$ cat src/rtl/apb_slave_mem_if.sv
// APB completer bus bundle: master drives select/strobe/address/data/wait count,
// completer answers with registered ready, read data and error response.
interface apb_slave_mem_if #(
    parameter int WAIT_W = 4
);
    logic [1:0]        sel;
    logic              enable;
    logic              write;
    logic [7:0]        addr;
    logic [7:0]        wdata;
    logic [WAIT_W-1:0] wait_cycles;
    logic              ready;
    logic [7:0]        rdata;
    logic              slverr;

    modport master (
        output sel, enable, write, addr, wdata, wait_cycles,
        input  ready, rdata, slverr
    );

    modport slave (
        input  sel, enable, write, addr, wdata, wait_cycles,
        output ready, rdata, slverr
    );
endinterface

$ cat src/rtl/apb_slave_mem.sv
// APB completer serving single transfers against a DEPTH x 8-bit register file.
// Latency: setup edge to completion edge is wait_cycles+1 clocks; all outputs registered.
// Backpressure: ready held low for wait_cycles enabled cycles; enable low in WAIT stalls the count.
module apb_slave_mem #(
    parameter logic [1:0] SLAVE_ID = 2'd1,
    parameter int         DEPTH    = 16,
    parameter int         WAIT_W   = 4
) (
    input  logic          clk,
    input  logic          reset,
    apb_slave_mem_if.slave bus
);
    localparam int         AW      = (DEPTH > 1) ? $clog2(DEPTH) : 1;
    localparam logic [8:0] DEPTH_W = 9'(DEPTH);

    typedef enum logic [1:0] {
        S_IDLE,
        S_WAIT,
        S_ACCESS
    } state_t;

    state_t            state, state_nxt;
    logic [WAIT_W-1:0] cnt, cnt_nxt;
    logic              ready_q, ready_nxt;
    logic              slverr_q, slverr_nxt;
    logic [7:0]        rdata_q, rdata_nxt;
    logic              latch_en;
    logic              mem_we;

    logic [AW-1:0]     idx_l;
    logic              write_l;
    logic [7:0]        wdata_l;
    logic              err_l;

    logic [7:0]        mem [DEPTH];

    logic              sel_hit;
    logic              setup_err;
    logic [7:0]        setup_rd;
    logic [7:0]        latched_rd;

    assign sel_hit    = (bus.sel == SLAVE_ID);
    assign setup_err  = ({1'b0, bus.addr} >= DEPTH_W);
    // Out-of-range reads return zero; the index is never used unguarded.
    assign setup_rd   = setup_err ? 8'h00 : mem[bus.addr[AW-1:0]];
    assign latched_rd = err_l ? 8'h00 : mem[idx_l];

    always_ff @(posedge clk) begin
        if (reset) begin
            state <= S_IDLE;
        end else begin
            state <= state_nxt;
        end
    end

    always_comb begin
        state_nxt  = state;
        cnt_nxt    = cnt;
        ready_nxt  = ready_q;
        slverr_nxt = slverr_q;
        rdata_nxt  = rdata_q;
        latch_en   = 1'b0;
        mem_we     = 1'b0;
        case (state)
            S_IDLE: begin
                if (sel_hit && !bus.enable) begin
                    latch_en = 1'b1;
                    if (bus.wait_cycles == '0) begin
                        state_nxt  = S_ACCESS;
                        ready_nxt  = 1'b1;
                        slverr_nxt = setup_err;
                        if (!bus.write) begin
                            rdata_nxt = setup_rd;
                        end
                    end else begin
                        cnt_nxt   = bus.wait_cycles;
                        state_nxt = S_WAIT;
                    end
                end
            end
            S_WAIT: begin
                if (!sel_hit) begin
                    state_nxt = S_IDLE;
                    cnt_nxt   = '0;
                end else if (bus.enable) begin
                    cnt_nxt = cnt - 1'b1;
                    if (cnt == WAIT_W'(1)) begin
                        state_nxt  = S_ACCESS;
                        ready_nxt  = 1'b1;
                        slverr_nxt = err_l;
                        if (!write_l) begin
                            rdata_nxt = latched_rd;
                        end
                    end
                end
            end
            S_ACCESS: begin
                if (!sel_hit) begin
                    state_nxt  = S_IDLE;
                    ready_nxt  = 1'b0;
                    slverr_nxt = 1'b0;
                end else if (bus.enable) begin
                    mem_we     = write_l && !err_l;
                    state_nxt  = S_IDLE;
                    ready_nxt  = 1'b0;
                    slverr_nxt = 1'b0;
                end
            end
            default: begin
                state_nxt = S_IDLE;
            end
        endcase
    end

    always_ff @(posedge clk) begin
        if (reset) begin
            cnt      <= '0;
            ready_q  <= 1'b0;
            slverr_q <= 1'b0;
            rdata_q  <= 8'h00;
            idx_l    <= '0;
            write_l  <= 1'b0;
            wdata_l  <= 8'h00;
            err_l    <= 1'b0;
        end else begin
            cnt      <= cnt_nxt;
            ready_q  <= ready_nxt;
            slverr_q <= slverr_nxt;
            rdata_q  <= rdata_nxt;
            if (latch_en) begin
                idx_l   <= bus.addr[AW-1:0];
                write_l <= bus.write;
                wdata_l <= bus.wdata;
                err_l   <= setup_err;
            end
        end
    end

    always_ff @(posedge clk) begin
        if (reset) begin
            for (int i = 0; i < DEPTH; i++) begin
                mem[i] <= 8'h00;
            end
        end else if (mem_we) begin
            mem[idx_l] <= wdata_l;
        end
    end

    assign bus.ready  = ready_q;
    assign bus.rdata  = rdata_q;
    assign bus.slverr = slverr_q;
endmodule
$ cat src/flat_wrapper.sv
// flat-port wrapper written by rule: the top's interface ports become plain ports
module apb_slave_mem_flat 
#(
    parameter logic [1:0] SLAVE_ID = 2'd1,
    parameter int         DEPTH    = 16,
    parameter int         WAIT_W   = 4
)
  (clk, reset, bus_sel, bus_enable, bus_write, bus_addr, bus_wdata, bus_wait_cycles, bus_ready, bus_rdata, bus_slverr);
  apb_slave_mem_if #(.WAIT_W(WAIT_W)) bus_i ();
  input  logic clk;
  input  logic reset;
  input wire logic [$bits(bus_i.sel)-1:0] bus_sel;
  input wire logic [$bits(bus_i.enable)-1:0] bus_enable;
  input wire logic [$bits(bus_i.write)-1:0] bus_write;
  input wire logic [$bits(bus_i.addr)-1:0] bus_addr;
  input wire logic [$bits(bus_i.wdata)-1:0] bus_wdata;
  input wire logic [$bits(bus_i.wait_cycles)-1:0] bus_wait_cycles;
  output wire logic [$bits(bus_i.ready)-1:0] bus_ready;
  output wire logic [$bits(bus_i.rdata)-1:0] bus_rdata;
  output wire logic [$bits(bus_i.slverr)-1:0] bus_slverr;
  assign bus_i.sel = bus_sel;
  assign bus_i.enable = bus_enable;
  assign bus_i.write = bus_write;
  assign bus_i.addr = bus_addr;
  assign bus_i.wdata = bus_wdata;
  assign bus_i.wait_cycles = bus_wait_cycles;
  assign bus_ready = bus_i.ready;
  assign bus_rdata = bus_i.rdata;
  assign bus_slverr = bus_i.slverr;
  apb_slave_mem #(.SLAVE_ID(SLAVE_ID), .DEPTH(DEPTH), .WAIT_W(WAIT_W)) u_core (.clk(clk), .reset(reset), .bus(bus_i));
endmodule
$ cat config.mk
export PLATFORM = sky130hd
export DESIGN_NAME = apb_slave_mem_flat
export DESIGN_NICKNAME = d
export VERILOG_FILES = /design/src/rtl/apb_slave_mem_if.sv /design/src/rtl/apb_slave_mem.sv /design/src/flat_wrapper.sv
export SDC_FILE = /design/constraint.sdc
export NUM_CORES = 1
export LEC_CHECK = 0
export CORE_ASPECT_RATIO = 0.9
export CORE_MARGIN = 3
export CORE_UTILIZATION = 55
export CTS_CLUSTER_SIZE = 10
export DETAILED_ROUTE_END_ITERATION = 7
export GPL_TIMING_DRIVEN = 1
export PLACE_DENSITY = 0.73
export SETUP_SLACK_MARGIN = 0.05
export SYNTH_ARGS = -nofsm -noshare
export SYNTH_HDL_FRONTEND = slang
export SYNTH_SLANG_ARGS = --single-unit
$ cat constraint.sdc
create_clock -name clk -period 2.8 [get_ports clk]
set_input_delay 0.42 -clock clk [delete_from_list [all_inputs] [get_ports clk]]
set_output_delay 0.42 -clock clk [all_outputs]
set_load 0.005 [all_outputs]
### Where the registers sit, run 1

The bar under the picture is 50 µm long. Other sequential cells in the stronger grey, the rest of the logic in the fainter grey.
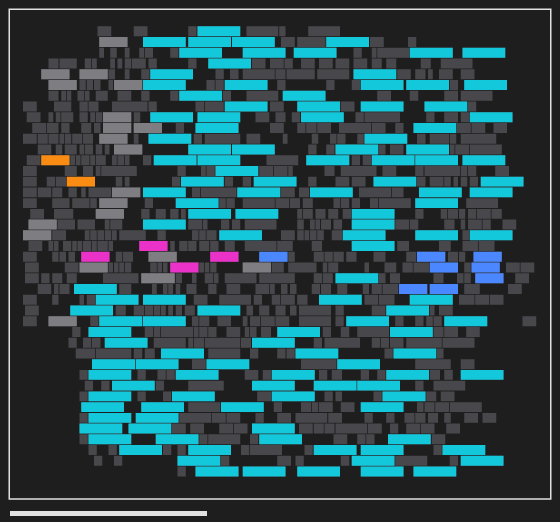
[magenta] u_core.idx_l | flops: 4
[blue] u_core.bus.rdata | flops: 8 | where: middle right
[orange] u_core.state | flops: 2
[cyan] u_core.mem | flops: 128
sequential share of cell area: 46.5%
register area: 4530 µm²
Core Util, Final: 65.5%
sequential power: 0.00283 W

### Placement view, run 1

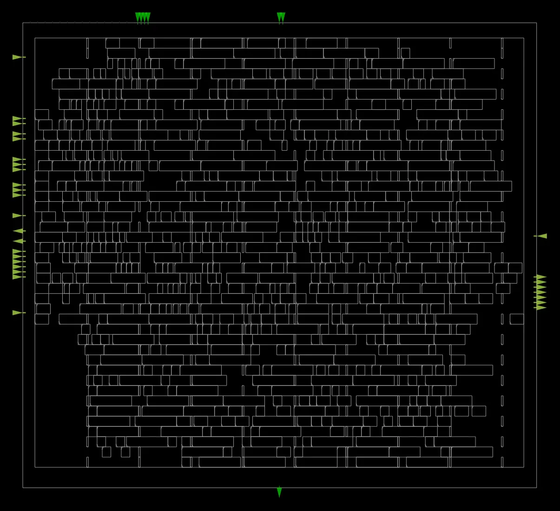
tapcell count: 198
Site Rows: 42
Layout Cells excl Fill: 940

### Drive-strength map, run 1

The bar under the picture is 50 µm long.
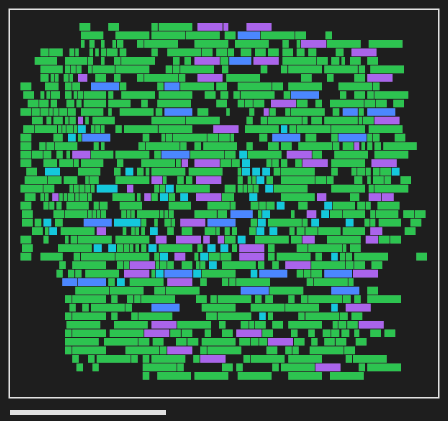
[cyan] drive 3 to 4 | cells: 47 | share: 6.3% | most used: buf_4
[purple] drive 2 | cells: 58 | share: 7.8% | most used: mux4_2
[green] drive 1 or less | cells: 614 | share: 83% | most used: and2_1
[blue] drive 6 and up | cells: 23 | share: 3.1% | most used: clkbuf_16
fin area: 9750 µm²
buffers outside the clock class: 76
Layout area overhead: 15.1%
setup ws final: 0.326 ns

### Wiring heat map, run 1

The die is cut into 27 by 25 equal tiles; dark blue is low, red is high, scaled to the fullest tile. Values are wire area over tile area, all layers added.
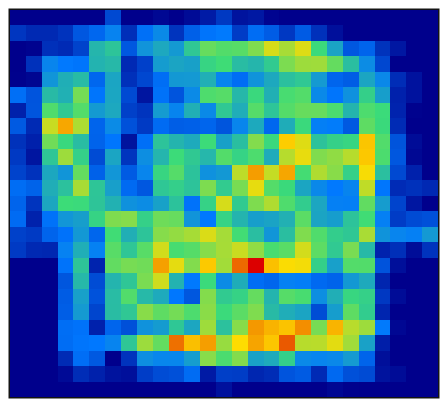
densest ninth of the die: centre
fullest tile: 0.72
nearly empty tiles: 18%
tiles over half the peak: 23%
emptiest ninth of the die: lower left
mean over tiles: 0.22

==> results.json, run 1 <==
{
  "dpl.cell_count": 908,
  "edf_count": 128,
  "yosys.cell_types.count": 47,
  "dieArea_um2": 16900,
  "rrSetupSlack_ns": 0.33,
  "p_leak_nw": 3.41,
  "finalPower_w": 0.00576,
  "use_met2_pct": 41.3,
  "synthTopCellsByArea": "edfxtp_1, and2_1, mux4_2, mux2i_1, dfxtp_1",
  "area_share_clock_buf_inv_pct": 5.46,
  "power-top-group": "registers",
  "power_frac_seq_pct": 49.1,
  "cts.sinks": 162,
  "relSlewSlack_pct": 44.5,
  "crit_path_end_kind": "flop",
  "period_minus_slack_ns": 2.47,
  "worstPathRequired_ns": 3.09,
  "ys_cells": 678,
  "nNonClkInverters": 8,
  "ys_warn_count": 0,
  "synth_flops": 162,
  "ys_seq_share_pct": 53.4,
  "cap_violations": 0,
  "path_cells": "inv_1 -> ha_1 -> nor4bb_1 -> nor3b_1 -> nand2_1 -> buf_4 -> nor2_1 -> and2_1",
  "critPathKind": "reg -> reg",
  "area_dominant_class": "registers",
  "setup_viol": 0,
  "met3_usage_pct": 7.92,
  "critPathMaxFanout": 8,
  "grt_max_degree": 34,
  "gp_congestion": 0.880,
  "wl_met3_mm": 2.56,
  "top_usage_layer": "met2",
  "antenna_cells": 0,
  "netlist_area_um2": 8470,
  "cts.clk_slew.worst_paths_ns": 0.06,
  "tightest_slew_ns": 0.831,
  "ant_nets": 0,
  "fp.dieH_um": 124,
  "hold_start": "u_core.bus.ready$_SDFFE_PP0P_",
  "drive_gt1_share_pct": 17.3,
  "holdWs_ns": 0.470,
  "ctsResizeCount": 0,
  "grt_pass1_wl_mm": 33.4,
  "dpl-instance-area_um2": 9210,
  "clock_power_share_pct": 37.2,
  "finalCritPeriodShare_pct": 88.4,
  "detail_route.iter0.violations": 705,
  "worst_r2r_startpoint": "u_core.state[0]$_SDFFE_PP0P_",
  "top_cell": "and2_1",
  "hold_buffers": 0,
  "comb_area_um2": 3720,
  "clk_path_buf_depth": 2,
  "h-tree-depth": 4,
  "multiInputCombCellCount": 464,
  "antenna_found_initial": 1,
  "cp.arrival_ns": 2.77,
  "hold_viol": 0,
  "comb_area_share_pct": 38.1,
  "numCtsBuffers": 17,
  "yosys-top-cells-count": "and2_1, edfxtp_1, mux2i_1",
  "final-nonclk-buf-share_pct": 7.09,
  "syn_avg_cell_area_um2": 12.5,
  "hp-class": "reg -> reg",
  "yosys_area_um2": 8470,
  "dr.max_layer_used": "met4",
  "viasPerCell": 6.29,
  "flop-count": 162,
  "crit_family": "simple AND/OR/NAND/NOR gates",
  "cp.depth": 8,
  "wl_mm": 21.9,
  "wl_met1_mm": 8.81,
  "warning_count": 30,
  "vdd_drop_max_mv": 0.460,
  "hold_path_end": "u_core.bus.ready$_SDFFE_PP0P_",
  "synthArstFlopShare_pct": 0,
  "switching_share_pct": 26.1,
  "status": "finished clean"
}
[run 1: kinds of logic after synthesis]
kind of cell               share of synthesized area, %
muxes                                              18.3
and+or+nand+nor                                    16.4
DFF                                                53.4
adders and majority gates                         0.886
AOI/OAI and AO/OA                                  8.27
buffers and inverters                              2.69
[run 1: worst max path at each step]
stage,slack (ns),startpoint,end
floorplan,0.35,reset,u_core.mem[13][0]$_SDFFCE_PN0P_
global placement,0.14,bus_wait_cycles[1],u_core.bus.rdata[4]$_SDFFE_PP0P_
detailed placement,0.09,bus_wait_cycles[1],u_core.bus.rdata[4]$_SDFFE_PP0P_
CTS,0.35,u_core.state[0]$_SDFFE_PP0P_,u_core.mem[1][2]$_SDFFCE_PN0P_
global route,0.16,u_core.state[0]$_SDFFE_PP0P_,u_core.mem[2][1]$_SDFFCE_PN0P_
finish,0.33,u_core.state[0]$_SDFFE_PP0P_,u_core.mem[1][2]$_SDFFCE_PN0P_
[run 1: flip-flops by register name, indices dropped and copies added (netlist names), named ones only]
register           flops
u_core.write_l         1
u_core.idx_l           4
u_core.bus.ready       1
u_core.cnt             4
u_core.wdata_l         8
u_core.bus.slverr      1
u_core.mem           128
u_core.bus.rdata       8
u_core.err_l           1
u_core.state           2
[run 1: cell usage in the layout, fill, tap and decap left out, types with 5 or more instances in the layout]
cell type	Yosys	routed
a21oi_1	25	25
a22oi_1	21	21
and2_1	130	130
buf_4	1	38
clkbuf_16	0	17
clkdlybuf4s50_1	0	34
dfxtp_1	34	33
edfxtp_1	128	128
ha_1	6	6
inv_1	8	8
inv_4	0	5
mux2i_1	76	76
mux4_2	35	35
nand2_1	43	43
nand2b_1	5	5
nand3_1	14	14
nor2_1	21	21
o211ai_1	5	5
o21ai_0	24	24
o221a_2	5	5
or2_2	6	6
### Clock network drawn from the DEF, run 1

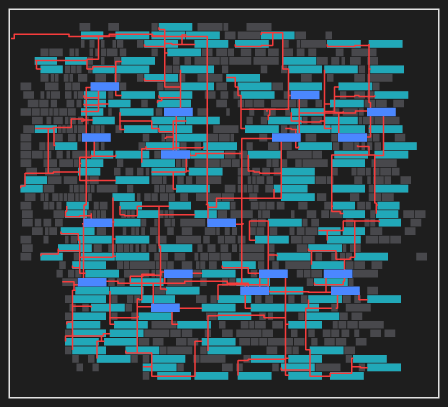

## Run 2: what changed since run 1
CORE_MARGIN = 1   (was 3)
SETUP_SLACK_MARGIN = 0.5   (was 0.05)
### Clock network drawn from the DEF, run 2

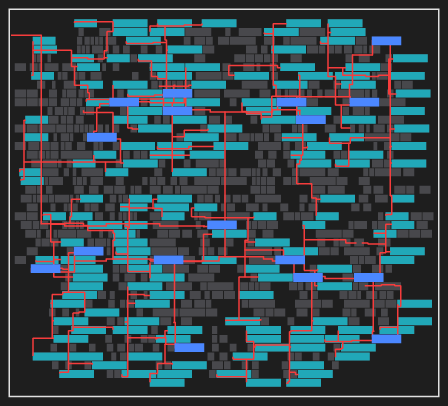
[red] clock wires | length: 1910 µm
[blue] cells driving clock nets | count: 17
[cyan] flip-flops | count: 162
flops lie: widely spread
P_clk: 0.00214 W
Clk pwr share: 37.0%
clock latency at the later pin of the worst-skew pair: 0.43 ns
clock skew after layout: 0.00743 ns

==> results.json, run 2 <==
{
  "status": "finished clean",
  "top_cell": "and2_1",
  "cp.depth": 8,
  "netlist_area_um2": 8470,
  "rrSetupSlack_ns": 0.55,
  "numCtsBuffers": 17,
  "crit_path_end_kind": "flop",
  "ys_seq_share_pct": 53.4,
  "critPathKind": "reg -> reg",
  "lay_top_cells": "and2_1, edfxtp_1, mux2i_1",
  "wl_mm": 22.6,
  "rows": 42,
  "seq_cell_power_w": 0.00283,
  "yosys-top-cells-count": "and2_1, edfxtp_1, mux2i_1",
  "grt_pass1_wl_mm": 34.4,
  "synth_flops": 162,
  "fin_util_pct": 66.1,
  "vdd_drop_max_mv": 0.469,
  "cts.clk_slew.worst_paths_ns": 0.06,
  "ys_warn_count": 0,
  "ant_nets": 0,
  "gp_congestion": 0.875,
  "yosys.cell_types.count": 47,
  "layout_top_cell": "and2_1",
  "setup_viol": 0,
  "hold_start": "u_core.bus.ready$_SDFFE_PP0P_",
  "fp.dieH_um": 120,
  "hold_buffers": 0,
  "switching_share_pct": 26.0,
  "hold_viol": 0,
  "worstPathRequired_ns": 3.12,
  "syn_avg_cell_area_um2": 12.5,
  "dieArea_um2": 15900,
  "cts.sinks": 162,
  "clk_path_buf_depth": 2,
  "synthArstFlopShare_pct": 0,
  "power-top-group": "registers",
  "regMostFlops": "u_core.mem",
  "startpoint": "u_core.state[1]$_SDFFE_PP0P_",
  "warning_count": 32,
  "largest_reg_flops": 128,
  "crit_family": "simple AND/OR/NAND/NOR gates"
}
### Drive-strength map, run 2

The bar under the picture is 50 µm long.
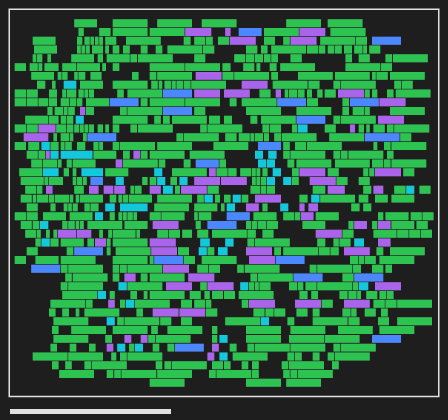
[cyan] drive 3 to 4 | cells: 47 | share: 6.3% | most used: buf_4
[green] drive 1 or less | cells: 602 | share: 81% | most used: and2_1
[purple] drive 2 | cells: 69 | share: 9.3% | most used: mux4_2
[blue] drive 6 and up | cells: 23 | share: 3.1% | most used: clkbuf_16
fin area: 9820 µm²
Layout area overhead: 16.0%
buffers outside the clock class: 75
setup ws final: 0.547 ns

==> run 2: cell counts after synthesis <==
No cell type changed its count.
==> run 2: logic make-up (layout without fill, tap and decap cells) <==
logic type,after synthesis,in the layout,share of synthesized area [%]
adder cells (fa/ha/maj),6,6,0.886
multiplexers,111,111,18.3
flip-flops,162,162,53.4
buffers and inverters,52,115,2.69
AND-OR/OR-AND,103,103,8.27
AND/OR/NAND/NOR,244,244,16.4
==> run 2: worst reg2reg max path, cell delays in order, from the launching register on <==
cell      delay (ns)
dfxtp_2         0.35
inv_2           0.05
ha_2            0.17
or4b_4          0.55
o32ai_4         0.11
nor3b_4         0.35
buf_6           0.20
o221ai_1        0.13
o221a_1         0.23
==> run 2: final cells by class <==
class	count	area, µm²	share of cell area [%]
clock buffer	21	440	4.48
clock inverter	11	90.1	0.917
inverter	8	30.0	0.306
multi-input combinational	464	3790	38.6
sequential	162	4530	46.1
tap	198	248	2.52
timing repair buffer	75	697	7.09
==> run 2: layer usage <==
layer | routed length (µm) | vias to the layer above | global-route usage, %
li1 | - | 2636 | -
met1 | 9530 | 2895 | 42.8
met2 | 10300 | 336 | 44.9
met3 | 2200 | 42 | 7.31
met4 | 591 | 0 | 10.8
met5 | 0 | - | 0
==> run 2: repair_timing <==
item                                    4_1_cts  5_1_grt
buffers inserted                              0        2
endpoints found under the setup margin        0      225
gates resized                                 0       23
==> run 2: stage by stage <==
| stage | hold slack (ns) | power (W) | cells | area [µm²] |
|---|---|---|---|---|
| finish | 0.467 | 0.00578 | 939 | 9820 |
| global route | 0.487 | 0.00597 | 939 | 9820 |
| CTS | 0.476 | 0.00576 | 936 | 9730 |
| detailed placement | 0.464 | 0.00365 | 904 | 9200 |
| global placement | 0.446 | 0.00363 | 904 | 9200 |
| floorplan | 0.444 | 0.00335 | 678 | 8470 |
No activity file was given, so power comes from the tool's default toggle rates.
